Fig. 1: run 1, met4 routing
(4 px per um) Supply wires on this layer in gray.
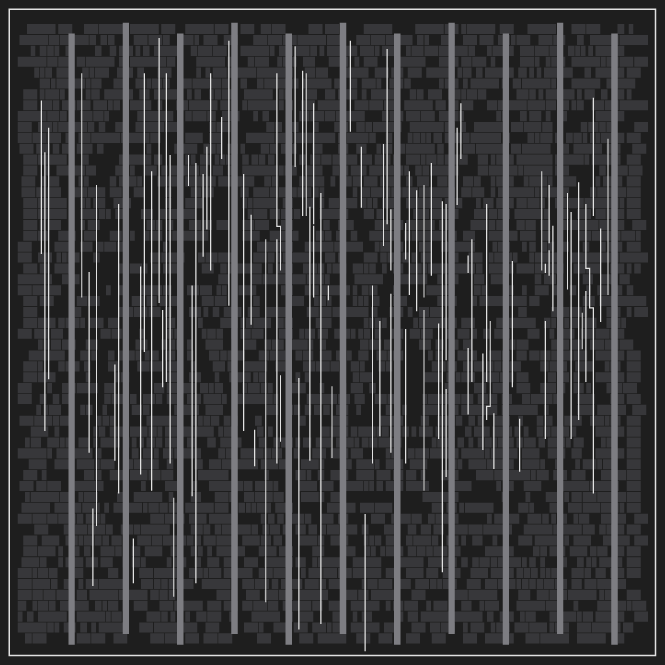
Fig. 2: run 1, cell density map
(2 px per um) The die is cut into 16 by 16 equal tiles; white is low, dark blue is high, 0 to 100% covered.
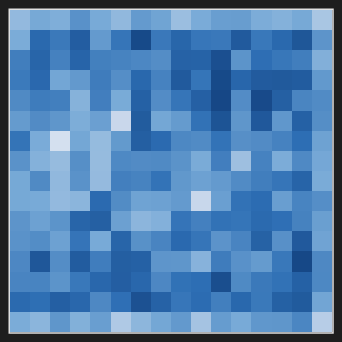
Fig. 3: run 1, clock wiring as the flow saved it
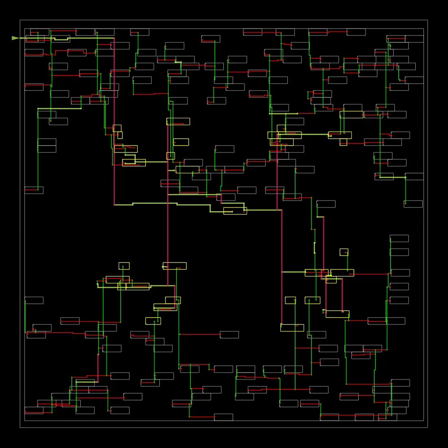
`config.mk`:
```
export PLATFORM = sky130hd
export DESIGN_NAME = ex_stage
export DESIGN_NICKNAME = d
export VERILOG_FILES = /design/src/rtl/ex_stage.sv
export SDC_FILE = /design/constraint.sdc
export NUM_CORES = 1
export LEC_CHECK = 0
export CORE_MARGIN = 1.5
export CORE_UTILIZATION = 55
export DETAILED_ROUTE_END_ITERATION = 16
export PLACE_DENSITY_LB_ADDON = 0.05
export SKIP_LAST_GASP = 1
export SLEW_MARGIN = 20
export SYNTH_ARGS = -nofsm -noshare
export SYNTH_HDL_FRONTEND = slang
export SYNTH_SLANG_ARGS = --single-unit
export TNS_END_PERCENT = 20
```
`constraint.sdc`:
```
create_clock -name clk_in -period 6.4 [get_ports clk_in]
set_input_delay 1.28 -clock clk_in [delete_from_list [all_inputs] [get_ports clk_in]]
set_output_delay 1.28 -clock clk_in [all_outputs]
set_load 0.02 [all_outputs]
```
`src/rtl/ex_stage.sv`:
```
// Execute stage: single-cycle ALU, address generation and link write-back, plus an
// iterative shifter that stalls the front end. Define SHIFT_BY4_EN for 4-bit shift steps.

`ifndef IC_EMP
`define IC_EMP   3'd0
`define IC_ARI   3'd1
`define IC_LOAD  3'd2
`define IC_STORE 3'd3
`define IC_JUMP  3'd4
`endif

`ifndef INS_EMP
`define INS_EMP  5'd0
`define INS_ADD  5'd1
`define INS_SUB  5'd2
`define INS_SLT  5'd3
`define INS_SLTU 5'd4
`define INS_AND  5'd5
`define INS_OR   5'd6
`define INS_XOR  5'd7
`define INS_LUI  5'd8
`define INS_SLL  5'd9
`define INS_SRL  5'd10
`define INS_SRA  5'd11
`define INS_LW   5'd12
`define INS_SW   5'd13
`define INS_JAL  5'd14
`endif

module ex_stage #(
    parameter int XLEN    = 32,
    parameter int SHAMT_W = 5
) (
    input  logic            clk_in,
    input  logic            rst_in,
    input  logic            rdy_in,
    input  logic [2:0]      inst_catagory,
    input  logic [4:0]      local_opcode,
    input  logic [XLEN-1:0] ari_op1,
    input  logic [XLEN-1:0] ari_op2,
    input  logic            we_in,
    input  logic [31:0]     w_addr_in,
    input  logic [31:0]     link_addr,
    input  logic [31:0]     offset,
    input  logic            busy_in,
    input  logic            mem_stall,
    output logic            stall_req,
    output logic [2:0]      out_catagory,
    output logic [4:0]      out_opcode,
    output logic            we_out,
    output logic [4:0]      w_addr_out,
    output logic [XLEN-1:0] w_data,
    output logic [31:0]     mem_addr,
    output logic [XLEN-1:0] mem_wdata,
    output logic            busy_out
);

    localparam logic [0:0] ST_IDLE  = 1'b0;
    localparam logic [0:0] ST_SHIFT = 1'b1;

    logic [0:0]         state_q, state_d;
    logic [SHAMT_W-1:0] cnt_q, cnt_d;
    logic [XLEN-1:0]    acc_q, acc_d;
    logic [4:0]         sh_op_q, sh_op_d;
    logic [4:0]         sh_dest_q, sh_dest_d;
    logic               sh_we_q, sh_we_d;

    logic [2:0]         out_catagory_q, out_catagory_d;
    logic [4:0]         out_opcode_q, out_opcode_d;
    logic               we_out_q, we_out_d;
    logic [4:0]         w_addr_out_q, w_addr_out_d;
    logic [XLEN-1:0]    w_data_q, w_data_d;
    logic [31:0]        mem_addr_q, mem_addr_d;
    logic [XLEN-1:0]    mem_wdata_q, mem_wdata_d;
    logic               busy_out_q, busy_out_d;

    logic [SHAMT_W-1:0] shamt, step, cnt_rem;
    logic               is_shift;
    logic [XLEN-1:0]    alu_res, acc_next;
    logic               unused_w_addr;

    assign shamt         = ari_op2[SHAMT_W-1:0];
    assign is_shift      = (inst_catagory == `IC_ARI) &&
                           (local_opcode == `INS_SLL || local_opcode == `INS_SRL ||
                            local_opcode == `INS_SRA);
    assign unused_w_addr = ^w_addr_in[31:5];

`ifdef SHIFT_BY4_EN
    assign step = (cnt_q >= SHAMT_W'(4)) ? SHAMT_W'(4) : SHAMT_W'(1);
`else
    assign step = SHAMT_W'(1);
`endif
    assign cnt_rem = cnt_q - step;

    always_comb begin
        case (sh_op_q)
            `INS_SLL: acc_next = acc_q << step;
            `INS_SRL: acc_next = acc_q >> step;
            default:  acc_next = $signed(acc_q) >>> step;
        endcase
    end

    always_comb begin
        alu_res = '0;
        case (local_opcode)
            `INS_ADD:  alu_res = ari_op1 + ari_op2;
            `INS_SUB:  alu_res = ari_op1 - ari_op2;
            `INS_SLT:  alu_res = {{(XLEN-1){1'b0}}, $signed(ari_op1) < $signed(ari_op2)};
            `INS_SLTU: alu_res = {{(XLEN-1){1'b0}}, ari_op1 < ari_op2};
            `INS_AND:  alu_res = ari_op1 & ari_op2;
            `INS_OR:   alu_res = ari_op1 | ari_op2;
            `INS_XOR:  alu_res = ari_op1 ^ ari_op2;
            `INS_LUI:  alu_res = ari_op2;
            `INS_SLL, `INS_SRL, `INS_SRA: alu_res = ari_op1;
            default:   alu_res = '0;
        endcase
    end

    // While shifting, release the front end in the cycle whose step finishes the shift.
    always_comb begin
        if (state_q == ST_SHIFT) begin
            stall_req = (cnt_rem != '0);
        end else begin
            stall_req = is_shift && (shamt != '0) && !busy_in;
        end
    end

    always_comb begin
        state_d        = state_q;
        cnt_d          = cnt_q;
        acc_d          = acc_q;
        sh_op_d        = sh_op_q;
        sh_dest_d      = sh_dest_q;
        sh_we_d        = sh_we_q;
        out_catagory_d = out_catagory_q;
        out_opcode_d   = out_opcode_q;
        we_out_d       = we_out_q;
        w_addr_out_d   = w_addr_out_q;
        w_data_d       = w_data_q;
        mem_addr_d     = mem_addr_q;
        mem_wdata_d    = mem_wdata_q;
        busy_out_d     = busy_out_q;

        if (busy_in) begin
            state_d        = ST_IDLE;
            cnt_d          = '0;
            out_catagory_d = `IC_EMP;
            out_opcode_d   = `INS_EMP;
            we_out_d       = 1'b0;
            w_addr_out_d   = '0;
            w_data_d       = '0;
            mem_addr_d     = '0;
            mem_wdata_d    = '0;
            busy_out_d     = 1'b1;
        end else if (!mem_stall && rdy_in) begin
            out_catagory_d = `IC_EMP;
            out_opcode_d   = `INS_EMP;
            we_out_d       = 1'b0;
            w_addr_out_d   = '0;
            w_data_d       = '0;
            mem_addr_d     = '0;
            mem_wdata_d    = '0;
            busy_out_d     = 1'b0;
            if (state_q == ST_SHIFT) begin
                acc_d = acc_next;
                cnt_d = cnt_rem;
                if (cnt_rem == '0) begin
                    state_d        = ST_IDLE;
                    out_catagory_d = `IC_ARI;
                    out_opcode_d   = sh_op_q;
                    we_out_d       = sh_we_q;
                    w_addr_out_d   = sh_dest_q;
                    w_data_d       = acc_next;
                end
            end else if (is_shift && (shamt != '0)) begin
                state_d   = ST_SHIFT;
                acc_d     = ari_op1;
                cnt_d     = shamt;
                sh_op_d   = local_opcode;
                sh_dest_d = w_addr_in[4:0];
                sh_we_d   = we_in;
            end else if (inst_catagory inside {`IC_ARI, `IC_LOAD, `IC_STORE, `IC_JUMP}) begin
                out_catagory_d = inst_catagory;
                out_opcode_d   = local_opcode;
                we_out_d       = we_in;
                w_addr_out_d   = w_addr_in[4:0];
                case (inst_catagory)
                    `IC_ARI:  w_data_d = alu_res;
                    `IC_JUMP: w_data_d = link_addr;
                    default: begin
                        mem_addr_d  = ari_op1 + offset;
                        mem_wdata_d = ari_op2;
                    end
                endcase
            end
        end
    end

    always_ff @(posedge clk_in) begin
        if (rst_in) begin
            state_q        <= ST_IDLE;
            cnt_q          <= '0;
            acc_q          <= '0;
            sh_op_q        <= '0;
            sh_dest_q      <= '0;
            sh_we_q        <= 1'b0;
            out_catagory_q <= `IC_EMP;
            out_opcode_q   <= `INS_EMP;
            we_out_q       <= 1'b0;
            w_addr_out_q   <= '0;
            w_data_q       <= '0;
            mem_addr_q     <= '0;
            mem_wdata_q    <= '0;
            busy_out_q     <= 1'b0;
        end else begin
            state_q        <= state_d;
            cnt_q          <= cnt_d;
            acc_q          <= acc_d;
            sh_op_q        <= sh_op_d;
            sh_dest_q      <= sh_dest_d;
            sh_we_q        <= sh_we_d;
            out_catagory_q <= out_catagory_d;
            out_opcode_q   <= out_opcode_d;
            we_out_q       <= we_out_d;
            w_addr_out_q   <= w_addr_out_d;
            w_data_q       <= w_data_d;
            mem_addr_q     <= mem_addr_d;
            mem_wdata_q    <= mem_wdata_d;
            busy_out_q     <= busy_out_d;
        end
    end

    assign out_catagory = out_catagory_q;
    assign out_opcode   = out_opcode_q;
    assign we_out       = we_out_q;
    assign w_addr_out   = w_addr_out_q;
    assign w_data       = w_data_q;
    assign mem_addr     = mem_addr_q;
    assign mem_wdata    = mem_wdata_q;
    assign busy_out     = busy_out_q;

endmodule
```
==> flow.log, run 1 <==
[flow] collecting metrics
INFO  metric tritoncts = built
INFO  metric logic_gates = 1,412
INFO  metric clock_tree.htree_level_count = 4
INFO  metric insertedDiodeCount = 0
INFO  metric finalMaxSlewViolations = 0
INFO  metric numCtsBuffers = 17
INFO  metric antenna_found_initial = 0
INFO  metric cts-resized-gates = 0
INFO  metric worst_setup_path_endpoint = stall_req
INFO  metric die_width = 161 um
INFO  metric globalRouteMet2Util = 0.673
INFO  metric clock_power_share = 0.364
INFO  metric core_area = 24,500 um^2
INFO  metric fp-row-count = ~57
INFO  metric routed_wirelength = 52,500 um
INFO  metric net-switching-power = 1.07 mW
INFO  metric port_buffers = 258
INFO  metric max-slew-margin-rel = 0.318
INFO  metric final_nets = roughly 2,300
INFO  metric worst_setup_path_start_kind = input port
INFO  metric ys_async_sr_fraction = 0
INFO  metric top_cell_area_share = 0.233
INFO  metric cellPowerDensity = between 150 and 200 nW/um^2
INFO  metric timing.setup.tns = 0 ns
INFO  metric routed-wl-met3 = 4160 um
INFO  metric cp_num_buf_inv = 2
INFO  metric gp_congestion = around 0.98
INFO  metric placed_cells_incl_taps = 2,292
INFO  metric grt_setup_unrepaired = false
INFO  metric outcome = complete, no violations
INFO  metric detail_route.wirelength.met1 = 20,500 um
INFO  metric number_of_ordinary_and_repair_buffers_in_the_finished_layout = 285
INFO  metric crit_chain = clkdlybuf4s50_1, nor2_1, nor4b_4, o21ai_0, nor2_2, nand2_1, o21ai_0, clkdlybuf4s50_1
INFO  metric viasPerCell = 6.56
INFO  metric number_of_cells_in_the_yosys_synthesis_report = 1,810
INFO  metric layout.cells.non_filler = 2,324
INFO  metric hold_path_class = flop to flop
INFO  metric count_of_boundary_i_o_pins = around 290
INFO  metric yosys_warnings = 0
INFO  metric drt_drc_violations_left = 0
INFO  metric tightestPinTransition = 1.02 ns
INFO  metric fp.dieArea = 26,000 um^2
INFO  metric clock_insertion_delay_worst_skew = 0.45 ns
INFO  metric number_of_standard_cells_after_synthesis = 1,810
INFO  metric pre_placement_core_utilization = 0.562
INFO  metric ant_nets = 0
INFO  metric seqPwrFrac = 0.344
INFO  metric top_layer = met4
INFO  metric syn-num-nets = 2,116
INFO  metric crit_start = local_opcode[0]
INFO  metric startpoint_of_the_most_critical_hold_path = mem_addr[28]
INFO  metric critical_path_cell_count = 8
INFO  metric grt_start_max_net_pins = between 60 and 70
INFO  metric p_comb_frac = 0.292
INFO  metric comb-cell-share = 0.565
INFO  metric yosys_register_bits = 160
INFO  metric post-cts-setup-buffer-count = 0
INFO  metric max_cap_violations = 0
INFO  metric ys_sh_adder = 0.122
INFO  metric cts_root_buffer = sky130_fd_sc_hd__clkbuf_16
INFO  metric dr.first_iter.drc_count = roughly 1,600
INFO  metric yosys.stat.seqShare = 0.233
INFO  metric hold-path-endpoint = mem_addr[28]
INFO  metric n_all_inverters = 111
INFO  metric ys.flop_type = sky130_fd_sc_hd__dfxtp_1
INFO  metric netlist_area = 13,800 um^2
INFO  metric fmaxAchievable = 204 MHz
INFO  metric yosys-dominant-comb-family = AND-OR/OR-AND gates
INFO  metric post_synth_most_frequent_cells = sky130_fd_sc_hd__nor2_1, sky130_fd_sc_hd__a21oi_1, sky130_fd_sc_hd__dfxtp_1
INFO  metric synth.area.mux_share = 0.0328
INFO  metric dp_hpwl = about 38,000 um
INFO  metric met3_usage = 0.0575
INFO  metric worst-endpoint-required = between 5 and 6 ns
INFO  metric rr_worst_depth = 12
INFO  metric ys_chip_area = about 14,000 um^2
INFO  metric cts_hold_repair.buffers = 0
Back to the opening pictures, Fig. 1:
main direction: vertical
wire length on this layer: 3,320 um

Back to the opening pictures, Fig. 2:
fullest tile: 91%
tiles over 75% full: 23%
mean over tiles: 64%

Back to the opening pictures, Fig. 3:
clock buffer instance count of the final layout: 17
number of sinks driven by the clock tree: 160
setup skew after layout: 0.0164 ns
power attributed to the clock group: 1.07 mW
Flops: 160

==> run 2: changes to the inputs <==
- CORE_UTILIZATION: 55 -> 48
- clock period: 6.4 -> 4.3 ns (I/O delays scaled with it)
Fig. 4: run 2, met4 routing
(3 px per um) Supply wires on this layer in gray.
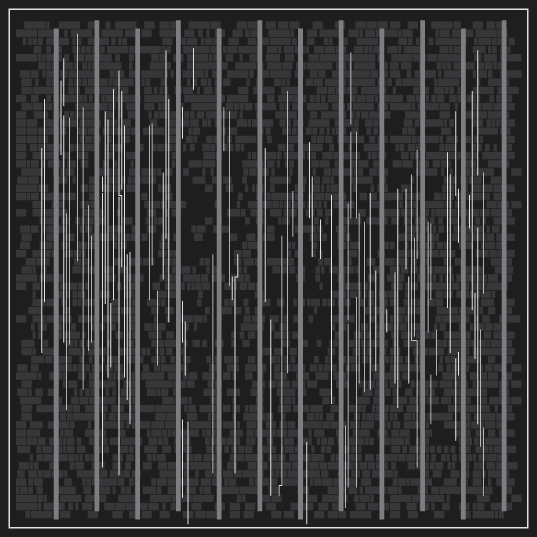
share of all routed wire: 6.9%
wire length on this layer: 3,890 um
nets with wire on the layer: 75

Fig. 5: run 2, cell density map
(2 px per um) The die is cut into 17 by 17 equal tiles; white is low, dark blue is high, 0 to 100% covered.
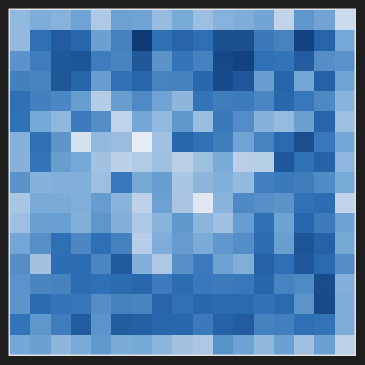
tiles over 75% full: 21%
fullest tile: 97%
emptiest ninth of the die: center
mean over tiles: 60%

Fig. 6: run 2, clock wiring as the flow saved it
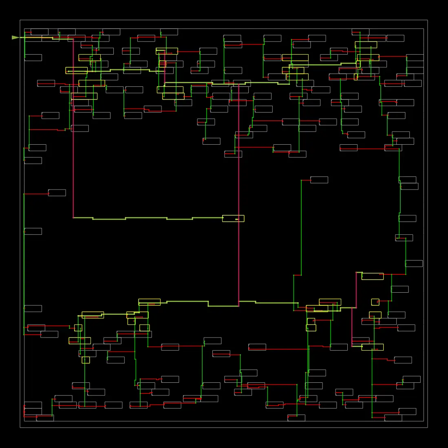
Latency at later pin: 0.46 ns
clock buffer instance count of the final layout: 19
setup skew after layout: 0.0140 ns
power attributed to the clock group: 1.73 mW
number of buffers created by CTS: 17

==> run 2 against run 1 <==
  * Area after synthesis unchanged
  * Register-to-register slack got worse by 2.0 ns
  * Flip-flop count did not move
  * Via count increased by 3.3%
  * Core utilization decreased by 4.1 points
  * Synthesized cell count did not move
  * Non-clock buffer count up 153
  * Design area is 7.8% higher
  * Die size rose by 14%
  * Critical endpoint is now w_data[28]
  * Largest power group unchanged
==> flow.log, run 2 <==
[flow] collecting metrics
INFO  metric startpoint_of_the_most_critical_hold_path = mem_addr[28] (unchanged)
INFO  metric routed-wl-met3 = 3880 um (was 4160 um)
INFO  metric tightestPinTransition = 0.980 ns (was 1.02 ns)
INFO  metric top_layer = met4 (unchanged)
INFO  metric seq_cells = 160 (unchanged)
INFO  metric gp_congestion = 0.980 (was 0.978)
INFO  metric met3_usage = 0.0586 (was 0.0575)
INFO  metric number_of_ordinary_and_repair_buffers_in_the_finished_layout = 438 (was 285)
INFO  metric final_nets = 2,446 (was 2,293)
INFO  metric hold-path-endpoint = mem_addr[28] (unchanged)
INFO  metric worst_setup_path_start_kind = input port (unchanged)
INFO  metric core_area = 28,000 um^2 (was 24,500 um^2)
INFO  metric port_buffers = 258 (unchanged)
INFO  metric yosys_register_bits = 160 (unchanged)
INFO  metric xor_share = 0.0293 (unchanged)
INFO  metric finalMaxSlewViolations = 0 (unchanged)
INFO  metric drt-wirelength-per-cell = 22.4 um (was 22.6 um)
INFO  metric dp_hpwl = 43,200 um (was 37,900 um)
INFO  metric cellPowerDensity = 256 nW/um^2 (was 173 nW/um^2)
INFO  metric cts_root_buffer = sky130_fd_sc_hd__clkbuf_16 (unchanged)
INFO  metric ys_async_sr_fraction = 0 (unchanged)
INFO  metric worst_setup_path_endpoint = w_data[28] (was stall_req)
INFO  metric synth.area.mux_share = 0.0328 (unchanged)
INFO  metric cts.sink_count = 160 (unchanged)
INFO  metric number_of_cells_in_the_yosys_synthesis_report = 1,810 (unchanged)
INFO  metric insertedDiodeCount = 1 (was 0)
INFO  metric globalRouteMet2Util = 0.642 (was 0.673)
INFO  metric net-switching-power = 1.56 mW (was 1.07 mW)
INFO  metric grt_setup_unrepaired = false (unchanged)
INFO  metric fmaxAchievable = roughly 250 MHz
INFO  metric final-clk-cell-share = 0.0350 (was 0.0348)
INFO  metric die_width = 172 um (was 161 um)
INFO  metric dr.first_iter.drc_count = 1,505 (was 1,630)
INFO  metric clock_tree.htree_level_count = 4 (unchanged)
INFO  metric count_of_boundary_i_o_pins = 286 (unchanged)
INFO  metric max_cap_violations = 0 (unchanged)
INFO  metric outcome = complete, no violations (unchanged)
INFO  metric n_all_inverters = 111 (unchanged)
INFO  metric number_of_standard_cells_after_synthesis = 1,810 (unchanged)
INFO  metric p_comb_frac = 0.310 (was 0.292)
INFO  metric critical_path_cell_count = 14 (was 8)
INFO  metric pre_placement_core_utilization = 0.491 (was 0.562)
INFO  metric ys_chip_area = 13,800 um^2 (unchanged)
INFO  metric ys.flop_type = sky130_fd_sc_hd__dfxtp_1 (unchanged)
INFO  metric antenna_found_initial = 0 (unchanged)
INFO  metric detail_route.wirelength.met1 = 22,300 um (was 20,500 um)
INFO  metric routed_wirelength = 56,800 um (was 52,500 um)
INFO  metric netlist_area = 13,800 um^2 (unchanged)
INFO  metric hold_path_class = flop to flop (unchanged)
INFO  metric rr_worst_depth = 7 (was 12)
INFO  metric ys_sh_adder = 0.122 (unchanged)
INFO  metric cts-resized-gates = 0 (unchanged)
INFO  metric clock_power_share = 0.369 (was 0.364)
INFO  metric logic_gates = 1,412 (unchanged)
INFO  metric layout.cells.non_filler = 2,532 (was 2,324)
INFO  metric yosys-dominant-comb-family = AND-OR/OR-AND gates (unchanged)
INFO  metric cts_hold_repair.buffers = 0 (unchanged)
INFO  metric seqPwrFrac = 0.321 (was 0.344)
INFO  metric top_cell_area_share = 0.233 (unchanged)
INFO  metric layout_top_cells = sky130_fd_sc_hd__clkdlybuf4s50_1, sky130_fd_sc_hd__nor2_1, sky130_fd_sc_hd__a21oi_1 (unchanged)
INFO  metric crit_start = ari_op1[0] (was local_opcode[0])
INFO  metric grt_start_max_net_pins = 65 (was 66)
INFO  metric post-cts-setup-buffer-count = 0 (unchanged)
INFO  metric post_synth_most_frequent_cells = sky130_fd_sc_hd__nor2_1, sky130_fd_sc_hd__a21oi_1, sky130_fd_sc_hd__dfxtp_1 (unchanged)
INFO  metric drt_drc_violations_left = 0 (unchanged)
INFO  metric ant_nets = 0 (unchanged)
INFO  metric comb-cell-share = 0.523 (was 0.565)
INFO  metric fp.dieArea = 29,700 um^2 (was 26,000 um^2)
INFO  metric cp_num_buf_inv = 2 (unchanged)
INFO  metric max-slew-margin-rel = 0.342 (was 0.318)
INFO  metric placed_cells_incl_taps = 2,499 (was 2,292)
INFO  metric worst-endpoint-required = 4.65 ns (was 5.12 ns)
INFO  metric fp-row-count = 61 (was 57)
INFO  metric tritoncts = built (unchanged)
Power figures rest on the tool's default switching activity, not on a simulated workload.
